File: src/rtl/dma_byte_packer_if.sv
// Byte-stream input and memory write port of dma_byte_packer.
//   slave  : the packer's view (consumes i_* signals, drives o_* signals)
//   master : the view of the block driving bytes/config and owning the memory port
interface dma_byte_packer_if;
    logic        i_start;
    logic [15:0] i_RCC_DMA_ADDR_HIGH;
    logic [15:0] i_RCC_DMA_ADDR_LOW;
    logic [5:0]  i_RCC_BUFFER_LENGTH;
    logic [7:0]  i_byte;
    logic        i_byte_valid;
    logic        i_flush;
    logic        o_byte_ready;
    logic [31:0] o_mem_WRITE_addr;
    logic        o_mem_write_flag;
    logic [31:0] o_HWDATA_toMem;
    logic        i_mem_ready;
    logic        o_busy;
    logic        o_done;
    logic        o_overflow;
    logic [5:0]  o_word_cnt;

    modport slave (
        input  i_start, i_RCC_DMA_ADDR_HIGH, i_RCC_DMA_ADDR_LOW, i_RCC_BUFFER_LENGTH,
        input  i_byte, i_byte_valid, i_flush, i_mem_ready,
        output o_byte_ready, o_mem_WRITE_addr, o_mem_write_flag, o_HWDATA_toMem,
        output o_busy, o_done, o_overflow, o_word_cnt
    );

    modport master (
        output i_start, i_RCC_DMA_ADDR_HIGH, i_RCC_DMA_ADDR_LOW, i_RCC_BUFFER_LENGTH,
        output i_byte, i_byte_valid, i_flush, i_mem_ready,
        input  o_byte_ready, o_mem_WRITE_addr, o_mem_write_flag, o_HWDATA_toMem,
        input  o_busy, o_done, o_overflow, o_word_cnt
    );
endinterface

File: src/rtl/dma_byte_packer.sv
// Packs a serialized byte stream into 32-bit words and writes them to memory at
// consecutive word addresses starting from a latched DMA base address.
// Ports:
//   HCLK, HRESET : clock, asynchronous active-high reset
//   bus (slave)  : start/base/length config, byte stream with ready/flush,
//                  memory write port (addr/data/flag/ready), busy/done/overflow/word count
module dma_byte_packer #(
    parameter int unsigned FIFO_DEPTH = 4,
    parameter int unsigned LANE_ORDER = 0
) (
    input  logic               HCLK,
    input  logic               HRESET,
    dma_byte_packer_if.slave   bus
);

    localparam int unsigned AW = $clog2(FIFO_DEPTH);
    localparam int unsigned CW = AW + 1;

    typedef enum logic [1:0] {S_IDLE, S_PACK, S_DRAIN, S_DONE} state_t;

    state_t         state_q, state_d;
    logic [31:0]    addr_q, addr_d;
    logic [5:0]     len_q, len_d;
    logic [5:0]     wpk_q, wpk_d;
    logic [1:0]     lane_q, lane_d;
    logic [31:0]    wbuf_q, wbuf_d;
    logic [AW-1:0]  wr_ptr_q, wr_ptr_d;
    logic [AW-1:0]  rd_ptr_q, rd_ptr_d;
    logic [CW-1:0]  cnt_q, cnt_d;
    logic [31:0]    mem_q [FIFO_DEPTH];
    logic [31:0]    mem_d [FIFO_DEPTH];
    logic [5:0]     word_cnt_q, word_cnt_d;
    logic           overflow_q, overflow_d;

    logic           fifo_full;
    logic           fifo_empty;
    logic           byte_ready;
    logic           accept;
    logic           push;
    logic           pop;
    logic [1:0]     lane_acc;
    logic [31:0]    word_acc;
    logic [4:0]     lane_bit;

    assign fifo_full  = (cnt_q == CW'(FIFO_DEPTH));
    assign fifo_empty = (cnt_q == '0);
    assign byte_ready = (state_q == S_PACK) && !fifo_full && (wpk_q < len_q);
    assign accept     = bus.i_byte_valid && byte_ready;
    assign pop        = !fifo_empty && bus.i_mem_ready;

    // Bit position of the current lane inside the word, honouring lane order
    assign lane_bit = (LANE_ORDER != 0) ? 5'(5'd24 - {lane_q, 3'b000}) : {lane_q, 3'b000};

    // Next-state, packing and write-side bookkeeping
    always_comb begin
        state_d    = state_q;
        addr_d     = addr_q;
        len_d      = len_q;
        wpk_d      = wpk_q;
        lane_d     = lane_q;
        wbuf_d     = wbuf_q;
        wr_ptr_d   = wr_ptr_q;
        rd_ptr_d   = rd_ptr_q;
        cnt_d      = cnt_q;
        mem_d      = mem_q;
        word_cnt_d = word_cnt_q;
        overflow_d = overflow_q;
        word_acc   = wbuf_q;
        lane_acc   = lane_q;
        push       = 1'b0;

        // Accepted byte lands first, so a same-cycle flush sees it
        if (accept) begin
            word_acc[lane_bit +: 8] = bus.i_byte;
            lane_acc                = lane_q + 2'd1;
        end

        // A completing byte wraps lane_acc to 0, which suppresses the flush
        push = (accept && (lane_q == 2'd3)) ||
               (bus.i_flush && (state_q == S_PACK) && !fifo_full && (lane_acc != 2'd0));

        if (push) begin
            mem_d[wr_ptr_q] = word_acc;
            wr_ptr_d        = wr_ptr_q + AW'(1);
            wpk_d           = wpk_q + 6'd1;
            wbuf_d          = '0;
            lane_d          = 2'd0;
        end else begin
            wbuf_d = word_acc;
            lane_d = lane_acc;
        end

        if (pop) begin
            rd_ptr_d   = rd_ptr_q + AW'(1);
            addr_d     = addr_q + 32'd4;
            word_cnt_d = word_cnt_q + 6'd1;
        end

        case ({push, pop})
            2'b10:   cnt_d = cnt_q + CW'(1);
            2'b01:   cnt_d = cnt_q - CW'(1);
            default: cnt_d = cnt_q;
        endcase

        if (bus.i_byte_valid && !byte_ready) begin
            overflow_d = 1'b1;
        end

        case (state_q)
            S_IDLE: begin
                // FIFO is empty in IDLE, so nothing above conflicts with the latch
                if (bus.i_start) begin
                    addr_d     = {bus.i_RCC_DMA_ADDR_HIGH, bus.i_RCC_DMA_ADDR_LOW};
                    len_d      = bus.i_RCC_BUFFER_LENGTH;
                    wpk_d      = '0;
                    lane_d     = '0;
                    wbuf_d     = '0;
                    word_cnt_d = '0;
                    overflow_d = bus.i_byte_valid;
                    state_d    = (bus.i_RCC_BUFFER_LENGTH != 6'd0) ? S_PACK : S_DONE;
                end
            end
            S_PACK: begin
                if (wpk_q == len_q) begin
                    state_d = S_DRAIN;
                end
            end
            S_DRAIN: begin
                if (fifo_empty) begin
                    state_d = S_DONE;
                end
            end
            S_DONE: begin
                state_d = S_IDLE;
            end
            default: begin
                state_d = S_IDLE;
            end
        endcase
    end

    // State and datapath registers
    always_ff @(posedge HCLK or posedge HRESET) begin
        if (HRESET) begin
            state_q    <= S_IDLE;
            addr_q     <= '0;
            len_q      <= '0;
            wpk_q      <= '0;
            lane_q     <= '0;
            wbuf_q     <= '0;
            wr_ptr_q   <= '0;
            rd_ptr_q   <= '0;
            cnt_q      <= '0;
            mem_q      <= '{default: '0};
            word_cnt_q <= '0;
            overflow_q <= 1'b0;
        end else begin
            state_q    <= state_d;
            addr_q     <= addr_d;
            len_q      <= len_d;
            wpk_q      <= wpk_d;
            lane_q     <= lane_d;
            wbuf_q     <= wbuf_d;
            wr_ptr_q   <= wr_ptr_d;
            rd_ptr_q   <= rd_ptr_d;
            cnt_q      <= cnt_d;
            mem_q      <= mem_d;
            word_cnt_q <= word_cnt_d;
            overflow_q <= overflow_d;
        end
    end

    // Outputs are direct decodes of registered state
    assign bus.o_byte_ready     = byte_ready;
    assign bus.o_mem_WRITE_addr = addr_q;
    assign bus.o_mem_write_flag = !fifo_empty;
    assign bus.o_HWDATA_toMem   = mem_q[rd_ptr_q];
    assign bus.o_busy           = (state_q != S_IDLE);
    assign bus.o_done           = (state_q == S_DONE);
    assign bus.o_overflow       = overflow_q;
    assign bus.o_word_cnt       = word_cnt_q;

endmodule
File: src/flat_wrapper.sv
// flat-port wrapper written by rule: the top's interface ports become plain ports
module dma_byte_packer_flat 
#(
    parameter int unsigned FIFO_DEPTH = 4,
    parameter int unsigned LANE_ORDER = 0
)
  (HCLK, HRESET, bus_i_start, bus_i_RCC_DMA_ADDR_HIGH, bus_i_RCC_DMA_ADDR_LOW, bus_i_RCC_BUFFER_LENGTH, bus_i_byte, bus_i_byte_valid, bus_i_flush, bus_i_mem_ready, bus_o_byte_ready, bus_o_mem_WRITE_addr, bus_o_mem_write_flag, bus_o_HWDATA_toMem, bus_o_busy, bus_o_done, bus_o_overflow, bus_o_word_cnt);
  dma_byte_packer_if bus_i ();
  input  logic HCLK;
  input  logic HRESET;
  input wire logic [$bits(bus_i.i_start)-1:0] bus_i_start;
  input wire logic [$bits(bus_i.i_RCC_DMA_ADDR_HIGH)-1:0] bus_i_RCC_DMA_ADDR_HIGH;
  input wire logic [$bits(bus_i.i_RCC_DMA_ADDR_LOW)-1:0] bus_i_RCC_DMA_ADDR_LOW;
  input wire logic [$bits(bus_i.i_RCC_BUFFER_LENGTH)-1:0] bus_i_RCC_BUFFER_LENGTH;
  input wire logic [$bits(bus_i.i_byte)-1:0] bus_i_byte;
  input wire logic [$bits(bus_i.i_byte_valid)-1:0] bus_i_byte_valid;
  input wire logic [$bits(bus_i.i_flush)-1:0] bus_i_flush;
  input wire logic [$bits(bus_i.i_mem_ready)-1:0] bus_i_mem_ready;
  output wire logic [$bits(bus_i.o_byte_ready)-1:0] bus_o_byte_ready;
  output wire logic [$bits(bus_i.o_mem_WRITE_addr)-1:0] bus_o_mem_WRITE_addr;
  output wire logic [$bits(bus_i.o_mem_write_flag)-1:0] bus_o_mem_write_flag;
  output wire logic [$bits(bus_i.o_HWDATA_toMem)-1:0] bus_o_HWDATA_toMem;
  output wire logic [$bits(bus_i.o_busy)-1:0] bus_o_busy;
  output wire logic [$bits(bus_i.o_done)-1:0] bus_o_done;
  output wire logic [$bits(bus_i.o_overflow)-1:0] bus_o_overflow;
  output wire logic [$bits(bus_i.o_word_cnt)-1:0] bus_o_word_cnt;
  assign bus_i.i_start = bus_i_start;
  assign bus_i.i_RCC_DMA_ADDR_HIGH = bus_i_RCC_DMA_ADDR_HIGH;
  assign bus_i.i_RCC_DMA_ADDR_LOW = bus_i_RCC_DMA_ADDR_LOW;
  assign bus_i.i_RCC_BUFFER_LENGTH = bus_i_RCC_BUFFER_LENGTH;
  assign bus_i.i_byte = bus_i_byte;
  assign bus_i.i_byte_valid = bus_i_byte_valid;
  assign bus_i.i_flush = bus_i_flush;
  assign bus_i.i_mem_ready = bus_i_mem_ready;
  assign bus_o_byte_ready = bus_i.o_byte_ready;
  assign bus_o_mem_WRITE_addr = bus_i.o_mem_WRITE_addr;
  assign bus_o_mem_write_flag = bus_i.o_mem_write_flag;
  assign bus_o_HWDATA_toMem = bus_i.o_HWDATA_toMem;
  assign bus_o_busy = bus_i.o_busy;
  assign bus_o_done = bus_i.o_done;
  assign bus_o_overflow = bus_i.o_overflow;
  assign bus_o_word_cnt = bus_i.o_word_cnt;
  dma_byte_packer #(.FIFO_DEPTH(FIFO_DEPTH), .LANE_ORDER(LANE_ORDER)) u_core (.HCLK(HCLK), .HRESET(HRESET), .bus(bus_i));
endmodule
File: config.mk
export PLATFORM = sky130hd
export DESIGN_NAME = dma_byte_packer_flat
export DESIGN_NICKNAME = d
export VERILOG_FILES = /design/src/rtl/dma_byte_packer_if.sv /design/src/rtl/dma_byte_packer.sv /design/src/flat_wrapper.sv
export SDC_FILE = /design/constraint.sdc
export NUM_CORES = 1
export LEC_CHECK = 0
export ABC_AREA = 1
export CORE_MARGIN = 2
export CORE_UTILIZATION = 59
export CTS_CLUSTER_DIAMETER = 40
export DETAILED_ROUTE_END_ITERATION = 8
export PLACE_DENSITY = 0.81
export SLEW_MARGIN = 10
export SYNTH_ARGS = -nofsm -noshare
export SYNTH_HDL_FRONTEND = slang
export SYNTH_SLANG_ARGS = --single-unit
File: constraint.sdc
create_clock -name HCLK -period 14.89 [get_ports HCLK]
set_clock_uncertainty 0.2 [all_clocks]
set_input_delay 1.489 -clock HCLK [delete_from_list [all_inputs] [get_ports HCLK]]
set_output_delay 1.489 -clock HCLK [all_outputs]
set_load 0.01 [all_outputs]
run_1/layer_met1.png
Drawn at 2 px/µm. Supply wires on this layer in gray.
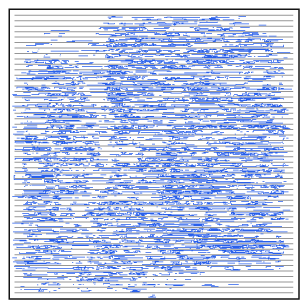
The layer carries 12,400 µm of wire. The layer holds 40% of the routed length.

run_1/layer_met2.png
Drawn at 2 px/µm.
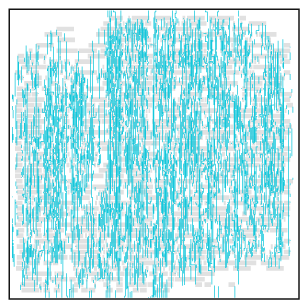
The layer holds 48% of the routed length. The wires run mostly vertical. The layer carries 15,000 µm of wire.

run_1/layer_met3.png
Drawn at 2 px/µm.
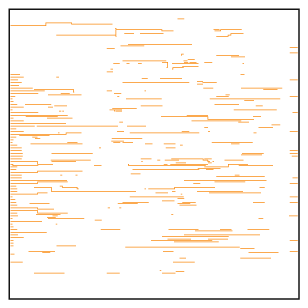
181 nets have wire on it. The wires run mostly horizontal. The layer holds 8.3% of the routed length. The longest straight run is 57.0 µm.

run_1/layer_met4.png
Drawn at 2 px/µm. Supply wires on this layer in gray.
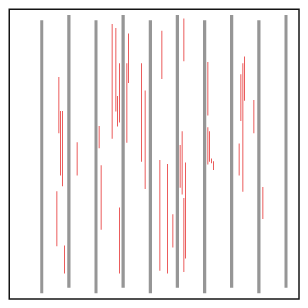
The layer holds 3.4% of the routed length. The longest straight run is 63.9 µm.

==> impl_results.html, run 1 <==
<h2>Synthesis and place &amp; route</h2>
<table>
<tr><th>Metric</th><th>Value</th></tr>
<tr><th colspan="2">Floorplanning</th></tr>
<tr><td>Top-level I/O count</td><td>127</td></tr>
<tr><td>Core Area</td><td>19,300 µm²</td></tr>
<tr><th colspan="2">Global routing</th></tr>
<tr><td>Busiest layer in global routing</td><td>met2</td></tr>
<tr><td>Global-route wire length before repair</td><td>50.4 mm</td></tr>
<tr><th colspan="2">Cells and area</th></tr>
<tr><td>Filler cell count in the final layout</td><td>1,519</td></tr>
<tr><td>Largest reg by FF count</td><td>u_core.mem_q</td></tr>
<tr><td>Leading cell types in the layout, fill and taps excluded</td><td>sky130_fd_sc_hd__nand2_1, sky130_fd_sc_hd__dfrtp_1, sky130_fd_sc_hd__nor2_1, sky130_fd_sc_hd__nand3_1, sky130_fd_sc_hd__clkdlybuf4s50_1</td></tr>
<tr><td>Layout net count</td><td>1,685</td></tr>
<tr><td>Layout-stage area growth over the synthesis result</td><td>20.8%</td></tr>
<tr><th colspan="2">Synthesis</th></tr>
<tr><td>Proportion of synthesized flip-flops having asynchronous set or reset</td><td>1.00</td></tr>
<tr><td>Top-area cell share</td><td>0.480</td></tr>
<tr><td>Area fraction in mux cells</td><td>0.00432</td></tr>
<tr><th colspan="2">Setup path</th></tr>
<tr><td>Slowest library cell on the worst path</td><td>sky130_fd_sc_hd__buf_4</td></tr>
<tr><th colspan="2">Route</th></tr>
<tr><td>Iter 0 DRT Violations</td><td>957</td></tr>
<tr><td>First-pass DRT Iterations</td><td>5</td></tr>
<tr><td>Routed met3 length</td><td>2.59 mm</td></tr>
<tr><th colspan="2">Status</th></tr>
<tr><td>Run status</td><td>finished, final reports clean</td></tr>
<tr><th colspan="2">CTS</th></tr>
<tr><td>CTS tree</td><td>done</td></tr>
<tr><td>Hold-fix buffers at CTS</td><td>0</td></tr>
<tr><th colspan="2">Final timing</th></tr>
<tr><td>Pin slew with the least headroom to its limit</td><td>1080 ps</td></tr>
<tr><th colspan="2">Job</th></tr>
<tr><td>Max-capacitance violation count</td><td>0</td></tr>
<tr><th colspan="2">Hold path</th></tr>
<tr><td>Worst hold path startpoint</td><td>u_core.mem_q[49]$_DFFE_PP0P_</td></tr>
</table>
run_1/placement.png
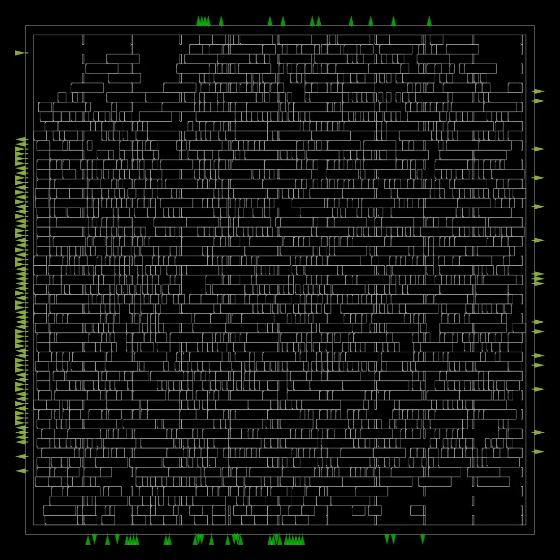

## Run 2: what changed since run 1
CORE_UTILIZATION = 57   (was 59)
PLACE_DENSITY = 0.79   (was 0.81)
clock period = 4.53 ns   (was 14.89 ns; I/O delays follow)
run_2/placement.png
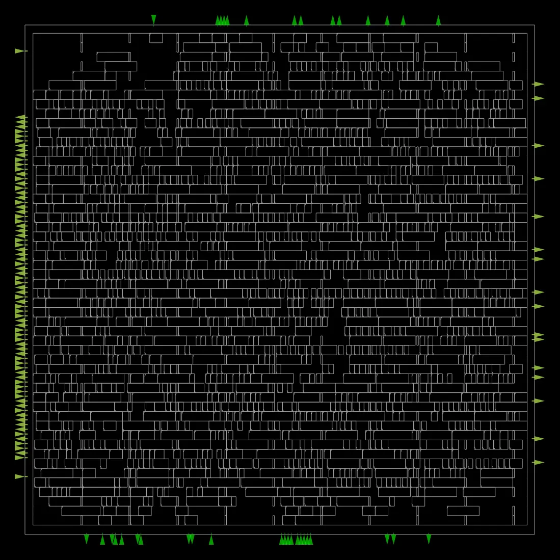
Tap Cells: 270
filler cell count in the final layout: 1,581

==> impl_results.html, run 2 <==
<h2>Synthesis and place &amp; route</h2>
<table>
<tr><th>Metric</th><th>Value</th></tr>
<tr><th colspan="2">Cells and area</th></tr>
<tr><td>Sequential cells</td><td>222 (unchanged)</td></tr>
<tr><td>Util after Layout</td><td>0.704 (was 0.723)</td></tr>
<tr><td>Largest reg by FF count</td><td>u_core.mem_q (unchanged)</td></tr>
<tr><td>Layout net count</td><td>1,692 (was 1,685)</td></tr>
<tr><td>Leading cell types in the layout, fill and taps excluded</td><td>sky130_fd_sc_hd__nand2_1, sky130_fd_sc_hd__dfrtp_1, sky130_fd_sc_hd__nor2_1, sky130_fd_sc_hd__nand3_1, sky130_fd_sc_hd__clkdlybuf4s50_1 (unchanged)</td></tr>
<tr><td>Most frequent standard cell in the layout excluding fill and tap cells</td><td>sky130_fd_sc_hd__nand2_1 (unchanged)</td></tr>
<tr><th colspan="2">Synthesis</th></tr>
<tr><td>Compound-Gate Fraction of Synth Area</td><td>0.0854 (unchanged)</td></tr>
<tr><td>Area fraction in mux cells</td><td>0.00432 (unchanged)</td></tr>
<tr><td>Top-area cell share</td><td>0.480 (unchanged)</td></tr>
<tr><td>Proportion of synthesized flip-flops having asynchronous set or reset</td><td>1.00 (unchanged)</td></tr>
<tr><th colspan="2">Power</th></tr>
<tr><td>Power of the clock network</td><td>2710 µW (was 794 µW)</td></tr>
<tr><td>Highest ir drop seen on vdd</td><td>0.420 mV (was 0.124 mV)</td></tr>
<tr><td>Standby leakage power</td><td>0.00699 µW (was 0.00692 µW)</td></tr>
<tr><th colspan="2">CTS</th></tr>
<tr><td>Hold-fix buffers at CTS</td><td>0 (unchanged)</td></tr>
<tr><td>CTS tree</td><td>done (unchanged)</td></tr>
<tr><td>Clock transition at the register clock pins on the worst setup and hold paths after CTS</td><td>50 ps (was 60 ps)</td></tr>
<tr><th colspan="2">Route</th></tr>
<tr><td>Iter 0 DRT Violations</td><td>673 (was 957)</td></tr>
<tr><td>Final wirelength</td><td>31.5 mm (was 31.1 mm)</td></tr>
<tr><td>Routed length on met2</td><td>15.5 mm (was 15.0 mm)</td></tr>
<tr><td>First-pass DRT Iterations</td><td>5 (unchanged)</td></tr>
<tr><td>Routed met3 length</td><td>2.27 mm (was 2.59 mm)</td></tr>
<tr><th colspan="2">Status</th></tr>
<tr><td>Run status</td><td>finished, final reports clean (unchanged)</td></tr>
<tr><th colspan="2">Floorplanning</th></tr>
<tr><td>Count of standard-cell rows</td><td>52 (was 51)</td></tr>
<tr><td>Top-level I/O count</td><td>127 (unchanged)</td></tr>
<tr><td>Core Area</td><td>20,100 µm² (was 19,300 µm²)</td></tr>
<tr><th colspan="2">Final timing</th></tr>
<tr><td>Setup TNS</td><td>0 ps (unchanged)</td></tr>
<tr><th colspan="2">Global routing</th></tr>
<tr><td>Routing usage on met3</td><td>0.0591 (was 0.0616)</td></tr>
<tr><td>GRT met1 Usage</td><td>0.380 (was 0.383)</td></tr>
<tr><td>Global-route wire length before repair</td><td>51.9 mm (was 50.4 mm)</td></tr>
<tr><td>Busiest layer in global routing</td><td>met2 (unchanged)</td></tr>
<tr><th colspan="2">Hold path</th></tr>
<tr><td>Worst hold path startpoint</td><td>u_core.mem_q[32]$_DFFE_PP0P_ (was u_core.mem_q[49]$_DFFE_PP0P_)</td></tr>
<tr><td>Worst Hold Depth</td><td>2 (unchanged)</td></tr>
<tr><th colspan="2">Job</th></tr>
<tr><td>Max-capacitance violation count</td><td>0 (unchanged)</td></tr>
<tr><th colspan="2">Setup path</th></tr>
<tr><td>Required time reported for the critical path endpoint</td><td>4760 ps (was 15,140 ps)</td></tr>
<tr><td>Slowest library cell on the worst path</td><td>sky130_fd_sc_hd__ha_1 (was sky130_fd_sc_hd__buf_4)</td></tr>
<tr><td>Sequence of cells on the critical path</td><td>clkinv_1, ha_1, inv_1, nand3_4, nand2_2, nand2_1, nand2_2, nand2_4, buf_4, buf_4, nand3_1, nand2_1 (was clkdlybuf4s50_1, nand3_2, nand2_1, nand2_1, nand2_1, nand2_2, nand2_4, buf_4, inv_2, ha_1, inv_1, fa_1, o21ai_0)</td></tr>
<tr><td>Worst Setup Path Type</td><td>flip-flop to flip-flop (was input pin to flip-flop)</td></tr>
<tr><th colspan="2">Placed design</th></tr>
<tr><td>Total cell area at the placement stage</td><td>13,000 µm² (was 12,900 µm²)</td></tr>
</table>
run_2/layer_met4.png
Drawn at 2 px/µm. Supply wires on this layer in gray.
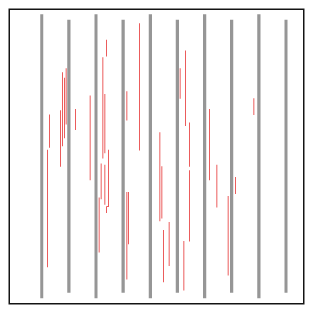
The longest straight run is 63.2 µm. 27 nets have wire on it. The wires run mostly vertical. The layer holds 3.0% of the routed length.

Power is estimated from default activity; no workload was simulated.
